Fig. 1: clock wires, drivers and flops
Scale bar: 20 um.
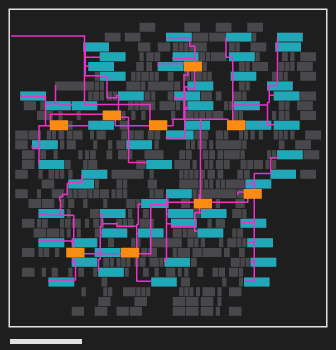
Fig. 2: routed metal per tile
The die is cut into 18 by 18 equal tiles; dark blue is low, red is high, scaled to the fullest tile. Values are wire area over tile area, all layers added.
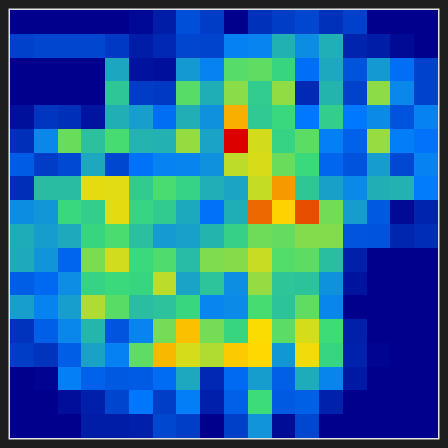
## src/rtl/nibble_serial_adder_pkg.sv

```systemverilog
// Shared definitions for the digit-serial adder: FSM states, nibble width and
// helpers that derive the nibble count and counter width from the operand width.
package adder_pkg;

    typedef enum logic [1:0] {
        IDLE = 2'd0,
        RUN  = 2'd1,
        DONE = 2'd2
    } state_t;

    localparam int NIBBLE_W = 4;

    function automatic int nibCount(input int width);
        return width / NIBBLE_W;
    endfunction

    // One extra bit keeps the counter at least one bit wide when NIB = 1.
    function automatic int cntWidth(input int width);
        return $clog2(width / NIBBLE_W) + 1;
    endfunction

endpackage

```

## src/rtl/nibble_serial_adder_if.sv

```systemverilog
// Operand and result handshakes of the digit-serial adder, bundled as one interface.
interface nibble_serial_adder_if #(
    parameter int WIDTH = 16
);
    logic             in_valid;
    logic             in_ready;
    logic [WIDTH-1:0] a;
    logic [WIDTH-1:0] b;
    logic             cin;
    logic             out_valid;
    logic             out_ready;
    logic [WIDTH-1:0] sum;
    logic             cout;
    logic             ovf;
    logic             busy;

    modport master (
        output in_valid, a, b, cin, out_ready,
        input  in_ready, out_valid, sum, cout, ovf, busy
    );

    modport slave (
        input  in_valid, a, b, cin, out_ready,
        output in_ready, out_valid, sum, cout, ovf, busy
    );

endinterface

```

## src/rtl/nibble_serial_adder_cla.sv

```systemverilog
// Gate-level 4-bit carry-lookahead adder; every carry is flattened to
// generate/propagate terms so the path depth does not grow with bit position.
module carry_lookahead_4_bit_adder_gatelevel (
    output logic [3:0] S,
    output logic       C4,
    input  logic [3:0] A,
    input  logic [3:0] B,
    input  logic       C0
);
    logic [3:0] w_g;
    logic [3:0] w_p;
    logic [3:0] w_c;

    assign w_g = A & B;
    assign w_p = A ^ B;

    assign w_c[0] = C0;
    assign w_c[1] = w_g[0] | (w_p[0] & C0);
    assign w_c[2] = w_g[1] | (w_p[1] & w_g[0]) | (w_p[1] & w_p[0] & C0);
    assign w_c[3] = w_g[2] | (w_p[2] & w_g[1]) | (w_p[2] & w_p[1] & w_g[0])
                  | (w_p[2] & w_p[1] & w_p[0] & C0);
    assign C4     = w_g[3] | (w_p[3] & w_g[2]) | (w_p[3] & w_p[2] & w_g[1])
                  | (w_p[3] & w_p[2] & w_p[1] & w_g[0])
                  | (w_p[3] & w_p[2] & w_p[1] & w_p[0] & C0);

    assign S = w_p ^ w_c;

endmodule

```

## src/rtl/nibble_serial_adder.sv

```systemverilog
// Digit-serial adder: steps both operands LSB-nibble-first through one 4-bit CLA,
// carrying between nibbles, and returns sum/carry/overflow over a handshake.
module nibble_serial_adder
    import adder_pkg::*;
#(
    parameter int WIDTH = 16
) (
    input logic                 clk,
    input logic                 rst,
    nibble_serial_adder_if.slave bus
);
    localparam int NIB   = nibCount(WIDTH);
    localparam int CNT_W = cntWidth(WIDTH);

    state_t           r_state;
    state_t           w_nextState;
    logic [WIDTH-1:0] r_a;
    logic [WIDTH-1:0] r_b;
    logic [WIDTH-1:0] r_sum;
    logic [WIDTH-1:0] w_sumNext;
    logic [CNT_W-1:0] r_cnt;
    logic             r_carry;
    logic             r_ovf;
    logic             r_inReady;
    logic             r_outValid;
    logic             r_busy;
    logic [3:0]       w_aNib;
    logic [3:0]       w_bNib;
    logic [3:0]       w_s;
    logic             w_c4;
    logic             w_lastNib;
    logic             w_accept;

    assign w_aNib    = r_a[NIBBLE_W-1:0];
    assign w_bNib    = r_b[NIBBLE_W-1:0];
    assign w_lastNib = (r_cnt == CNT_W'(NIB - 1));
    assign w_accept  = (r_state == IDLE) && bus.in_valid;

    carry_lookahead_4_bit_adder_gatelevel u_cla (
        .S  (w_s),
        .C4 (w_c4),
        .A  (w_aNib),
        .B  (w_bNib),
        .C0 (r_carry)
    );

    // The new nibble enters the sum register from the top, so after NIB steps
    // nibble 0 has reached the bottom.
    if (NIB == 1) begin : gSingle
        assign w_sumNext = w_s;
    end else begin : gMulti
        assign w_sumNext = {w_s, r_sum[WIDTH-1:NIBBLE_W]};
    end

    always_ff @(posedge clk) begin
        if (rst) begin
            r_state    <= IDLE;
            r_inReady  <= 1'b1;
            r_outValid <= 1'b0;
            r_busy     <= 1'b0;
        end else begin
            r_state    <= w_nextState;
            r_inReady  <= (w_nextState == IDLE);
            r_outValid <= (w_nextState == DONE);
            r_busy     <= (w_nextState != IDLE);
        end
    end

    always_comb begin
        w_nextState = r_state;
        unique case (r_state)
            IDLE:    if (bus.in_valid)  w_nextState = RUN;
            RUN:     if (w_lastNib)     w_nextState = DONE;
            DONE:    if (bus.out_ready) w_nextState = IDLE;
            default: w_nextState = IDLE;
        endcase
    end

    always_ff @(posedge clk) begin
        if (rst) begin
            r_a     <= '0;
            r_b     <= '0;
            r_sum   <= '0;
            r_cnt   <= '0;
            r_carry <= 1'b0;
            r_ovf   <= 1'b0;
        end else if (w_accept) begin
            r_a     <= bus.a;
            r_b     <= bus.b;
            r_sum   <= '0;
            r_cnt   <= '0;
            r_carry <= bus.cin;
            r_ovf   <= 1'b0;
        end else if (r_state == RUN) begin
            r_a     <= r_a >> NIBBLE_W;
            r_b     <= r_b >> NIBBLE_W;
            r_sum   <= w_sumNext;
            r_cnt   <= r_cnt + CNT_W'(1);
            r_carry <= w_c4;
            // On the top nibble the operand MSBs and the final sum MSB are all in view.
            if (w_lastNib) begin
                r_ovf <= (w_aNib[3] == w_bNib[3]) && (w_s[3] != w_aNib[3]);
            end
        end
    end

    assign bus.in_ready  = r_inReady;
    assign bus.out_valid = r_outValid;
    assign bus.busy      = r_busy;
    assign bus.sum       = r_sum;
    assign bus.cout      = r_carry;
    assign bus.ovf       = r_ovf;

endmodule

```

## src/flat_wrapper.sv

```systemverilog
// flat-port wrapper written by rule: the top's interface ports become plain ports
module nibble_serial_adder_flat import adder_pkg::*;
#(
    parameter int WIDTH = 16
)
  (clk, rst, bus_in_valid, bus_a, bus_b, bus_cin, bus_out_ready, bus_in_ready, bus_out_valid, bus_sum, bus_cout, bus_ovf, bus_busy);
  nibble_serial_adder_if #(.WIDTH(WIDTH)) bus_i ();
  input logic clk;
  input logic rst;
  input wire logic [$bits(bus_i.in_valid)-1:0] bus_in_valid;
  input wire logic [$bits(bus_i.a)-1:0] bus_a;
  input wire logic [$bits(bus_i.b)-1:0] bus_b;
  input wire logic [$bits(bus_i.cin)-1:0] bus_cin;
  input wire logic [$bits(bus_i.out_ready)-1:0] bus_out_ready;
  output wire logic [$bits(bus_i.in_ready)-1:0] bus_in_ready;
  output wire logic [$bits(bus_i.out_valid)-1:0] bus_out_valid;
  output wire logic [$bits(bus_i.sum)-1:0] bus_sum;
  output wire logic [$bits(bus_i.cout)-1:0] bus_cout;
  output wire logic [$bits(bus_i.ovf)-1:0] bus_ovf;
  output wire logic [$bits(bus_i.busy)-1:0] bus_busy;
  assign bus_i.in_valid = bus_in_valid;
  assign bus_i.a = bus_a;
  assign bus_i.b = bus_b;
  assign bus_i.cin = bus_cin;
  assign bus_i.out_ready = bus_out_ready;
  assign bus_in_ready = bus_i.in_ready;
  assign bus_out_valid = bus_i.out_valid;
  assign bus_sum = bus_i.sum;
  assign bus_cout = bus_i.cout;
  assign bus_ovf = bus_i.ovf;
  assign bus_busy = bus_i.busy;
  nibble_serial_adder #(.WIDTH(WIDTH)) u_core (.clk(clk), .rst(rst), .bus(bus_i));
endmodule
```

## config.mk

```make
export PLATFORM = sky130hd
export DESIGN_NAME = nibble_serial_adder_flat
export DESIGN_NICKNAME = d
export VERILOG_FILES = /design/src/rtl/nibble_serial_adder_pkg.sv /design/src/rtl/nibble_serial_adder_if.sv /design/src/rtl/nibble_serial_adder_cla.sv /design/src/rtl/nibble_serial_adder.sv /design/src/flat_wrapper.sv
export SDC_FILE = /design/constraint.sdc
export NUM_CORES = 1
export LEC_CHECK = 0
export ABC_AREA = 1
export CORE_UTILIZATION = 35
export DETAILED_ROUTE_END_ITERATION = 8
export GPL_TIMING_DRIVEN = 0
export PLACE_DENSITY = 0.63
export SKIP_CTS_REPAIR_TIMING = 1
export SLEW_MARGIN = 15
export SYNTH_ARGS = -nofsm -noshare
export SYNTH_HDL_FRONTEND = slang
export SYNTH_SLANG_ARGS = --single-unit
```

## constraint.sdc

```tcl
create_clock -name clk -period 1.5 [get_ports clk]
set_input_delay 0.375 -clock clk [delete_from_list [all_inputs] [get_ports clk]]
set_output_delay 0.375 -clock clk [all_outputs]
set_load 0.01 [all_outputs]
```

==> writeup.txt <==
The delay of the slowest critical-path stage works out to 0.59 ns. The run gives 0 as the hold violation count in the final report. The average vias per placed instance came out at 4.608. Average wire per cell in the routed design: 11.41 um. The total power divided by cell area was 1064 mW/mm2; the fraction of post-synthesis cell area in the top cell type by area was 45.09%.

The run gives 2180 as the number of global-route vias before repair. The number of failing setup endpoints in the final timing report is 0. The number of buffer cells added on primary ports is 57, and the maximum level of the CTS H-tree is 3. In this run, the number of DRC markers left after iteration 0 of detailed routing was 118.

Most used routing layer in global routing: met2. The total wire length after detailed routing is 6.002 mm, and the met2 track utilization from global routing is 26.92%. The critical path class was in2reg. Cell at the root of the clock tree: clkbuf_8. RePlAce ended its routability-driven mode at a weighted congestion of 0.8022. The met1 wire length was 2.886 mm.

The path class of the tightest hold or removal check is reg2reg. In this run the layout overhead on the synthesized area is reported as 42.91%. The run gives 2.819 mm as the routed length on met2. After detailed routing, the number of remaining DRC violations is 0. The run gives 0 as the initial antenna violation count.

Met1 usage: 20.59%. Across the VDD grid, the largest voltage drop is 650.0 uV. With the die outline area at 0.007704 mm2, the vertical die dimension is 87.78 um. Routed signal wires occupy layers up through met4.

The report shows a maximum critical-path fanout of 10. The run finished with clean final reports. For the later-pin clock latency in the skew report, the log shows 0.33 ns. Counting flops with a built-in enable in the synthesized netlist gives 0. The global route stage reports its total congestion overflow as 0. Setup repair after global routing could not meet its margin everywhere. The tools report the number of antenna diodes as 0. For this run, the total global-route usage over all layers was measured as 16.44%.

Endpoint class of the critical path: a register. The number of clock sinks came to 58. The run reported a max-capacitance violation count of 0. The average instance in the mapped netlist occupies 7.295 um2. The main area contributors are dfxtp_1 (45%), nand2_1 (16%), o211ai_1 (7.0%). With the number of logged tool warnings at 27, the register area share after synthesis is 45.09%. For the final database, setup skew stands at 0.006391 ns. The routed design could run at a clock period as short as 1.436 ns. With the clock-pin slew on the worst setup and hold paths at 0.06 ns, the max-slew violation count is 0. STA classifies the critical path startpoint as an input pin. The cell count after synthesis is 353.

The tools report the post-route antenna net violation count as 0. Traced cell by cell, the critical path runs through clkdlybuf4s50_1 > clkinvlp_4 > nand2_4 > clkbuf_4 > a21oi_1. Of all flip-flops after synthesis, the portion carrying an async set or reset was 0%.

After synthesis, the netlist uses 23 different library cells. The script extracted a total leakage power of 1.969 nW. Number of flip-flops and latches in the synthesized netlist: 58.

Detailed placement ended at an HPWL of 4.243 mm. Leading register cell type out of synthesis: dfxtp_1. In the synthesis report, Yosys lists the chip area as 0.002575 mm2. Power comes to 3.915 mW.

Post-route setup TNS: 0 ns. The data arrival time of the critical path came out at 1.66 ns. Hold is met by 0.4616 ns.

Per the synthesis report, the dominant area consumer among library cells is dfxtp_1. The tools report the synthesized cell area as 0.002575 mm2. The die is 87.78 um wide. The highest achievable clock rate was 696.4 MHz; the data required time at the worst endpoint was 1.73 ns.
About Fig. 1:
- cyan: flip-flops (count 58)
- orange: clock drivers (count 9)
- magenta: clock wires (length 711 um)
- flops lie: all over the die

About Fig. 2:
- densest ninth of the die: centre
- tiles over half the peak: 19%
- fullest tile: 0.42
- mean over tiles: 0.12
- nearly empty tiles: 17%

==> final timing paths <==
kind	slack, ns	startpoint	cells past startpoint	end
setup reg to reg	0.13	u_core.r_b[1]$_SDFFE_PP0P_	9	u_core.bus.sum[15]$_SDFFE_PP0P_
hold / removal	0.46	u_core.r_b[13]$_SDFFE_PP0P_	2	u_core.r_b[13]$_SDFFE_PP0P_
hold reg to reg	0.46	u_core.r_b[13]$_SDFFE_PP0P_	2	u_core.r_b[13]$_SDFFE_PP0P_
setup / recovery	0.06	rst	5	u_core.bus.sum[7]$_SDFFE_PP0P_
==> power breakdown <==
group | switching [mW] | internal, mW | total, mW
Sequential | 0.0611 | 1.64 | 1.70
Clock | 0.590 | 0.968 | 1.56
Combinational | 0.341 | 0.320 | 0.661
==> flip-flops by register name, indices dropped and copies added (netlist names) <==
register,cells
u_core.r_state,2
u_core.r_cnt,3
u_core.r_a,16
u_core.bus.busy,1
u_core.bus.out_valid,1
u_core.bus.ovf,1
u_core.r_b,16
u_core.bus.sum,16
u_core.bus.cout,1
u_core.bus.in_ready,1
==> worst max-delay path: cells and delay by family <==
family,cells,cell delay (ns)
buffers and inverters,3,1.05
AND-OR/OR-AND,1,0.05
AND/OR/NAND/NOR,1,0.18
==> cell usage in the layout, fill, tap and decap left out, types with 2 or more instances in the layout <==
master             n
nand2_1          108
dfxtp_1           56
inv_1             36
clkdlybuf4s50_1   35
nand3_1           31
a21oi_1           28
o211ai_1          24
dlymetal6s2s_1    22
nor2_1            11
inv_2             10
clkbuf_8          10
o21ai_0            7
buf_2              6
buf_4              6
ha_1               4
clkinv_2           4
nand4_1            2
buf_8              2
nor2_2             2
clkbuf_1           2
clkbuf_2           2
ha_2               2
bufinv_16          2
clkbuf_16          2
dfxtp_2            2
==> final cells by class <==
type	instances	area [um2]
fill	659	3264
sequential	58	1164
multi-input combinational	228	1152
timing repair buffer	62	710.7
inverter	48	188.9
clock buffer	10	137.6
buffer	18	126.4
tap	96	120.1
clock inverter	6	80.08
==> kinds of logic (layout without fill, tap and decap cells) <==
logic type | after synthesis | count (layout) | share of synthesized area, %
simple gates | 159 | 159 | 25.56
buf+inv | 67 | 144 | 10.93
compound gates | 60 | 60 | 14.04
flops | 58 | 58 | 45.09
fa+ha+maj | 7 | 7 | 3.693
xor+xnor | 2 | 2 | 0.6804
==> cells in the mapped netlist, drive strengths merged (2+ instances only) <==
library cell	instances
o211ai	24
ha	6
nand2	110
buf	14
a21oi	28
nand3	32
nor2	14
o21ai	7
dfxtp	58
clkbuf	5
inv	47
nand4	2
==> stage by stage <==
| stage | instance area, um2 | setup slack [ns] | utilization, % | instances |
|---|---|---|---|---|
| 2_1_floorplan | 2575 | 0.1651 | - | 353 |
| 3_3_place_gp | 3266 | -0.4434 | 47.03 | 506 |
| 3_5_place_dp | 3266 | -0.4756 | 47.03 | 506 |
| 4_1_cts | 3483 | -0.2338 | 50.16 | 522 |
| 5_1_grt | 3680 | -0.002783 | 52.99 | 526 |
| 6_report | 3680 | 0.06399 | 52.99 | 526 |
Power figures rest on the tool's default switching activity, not on a simulated workload.
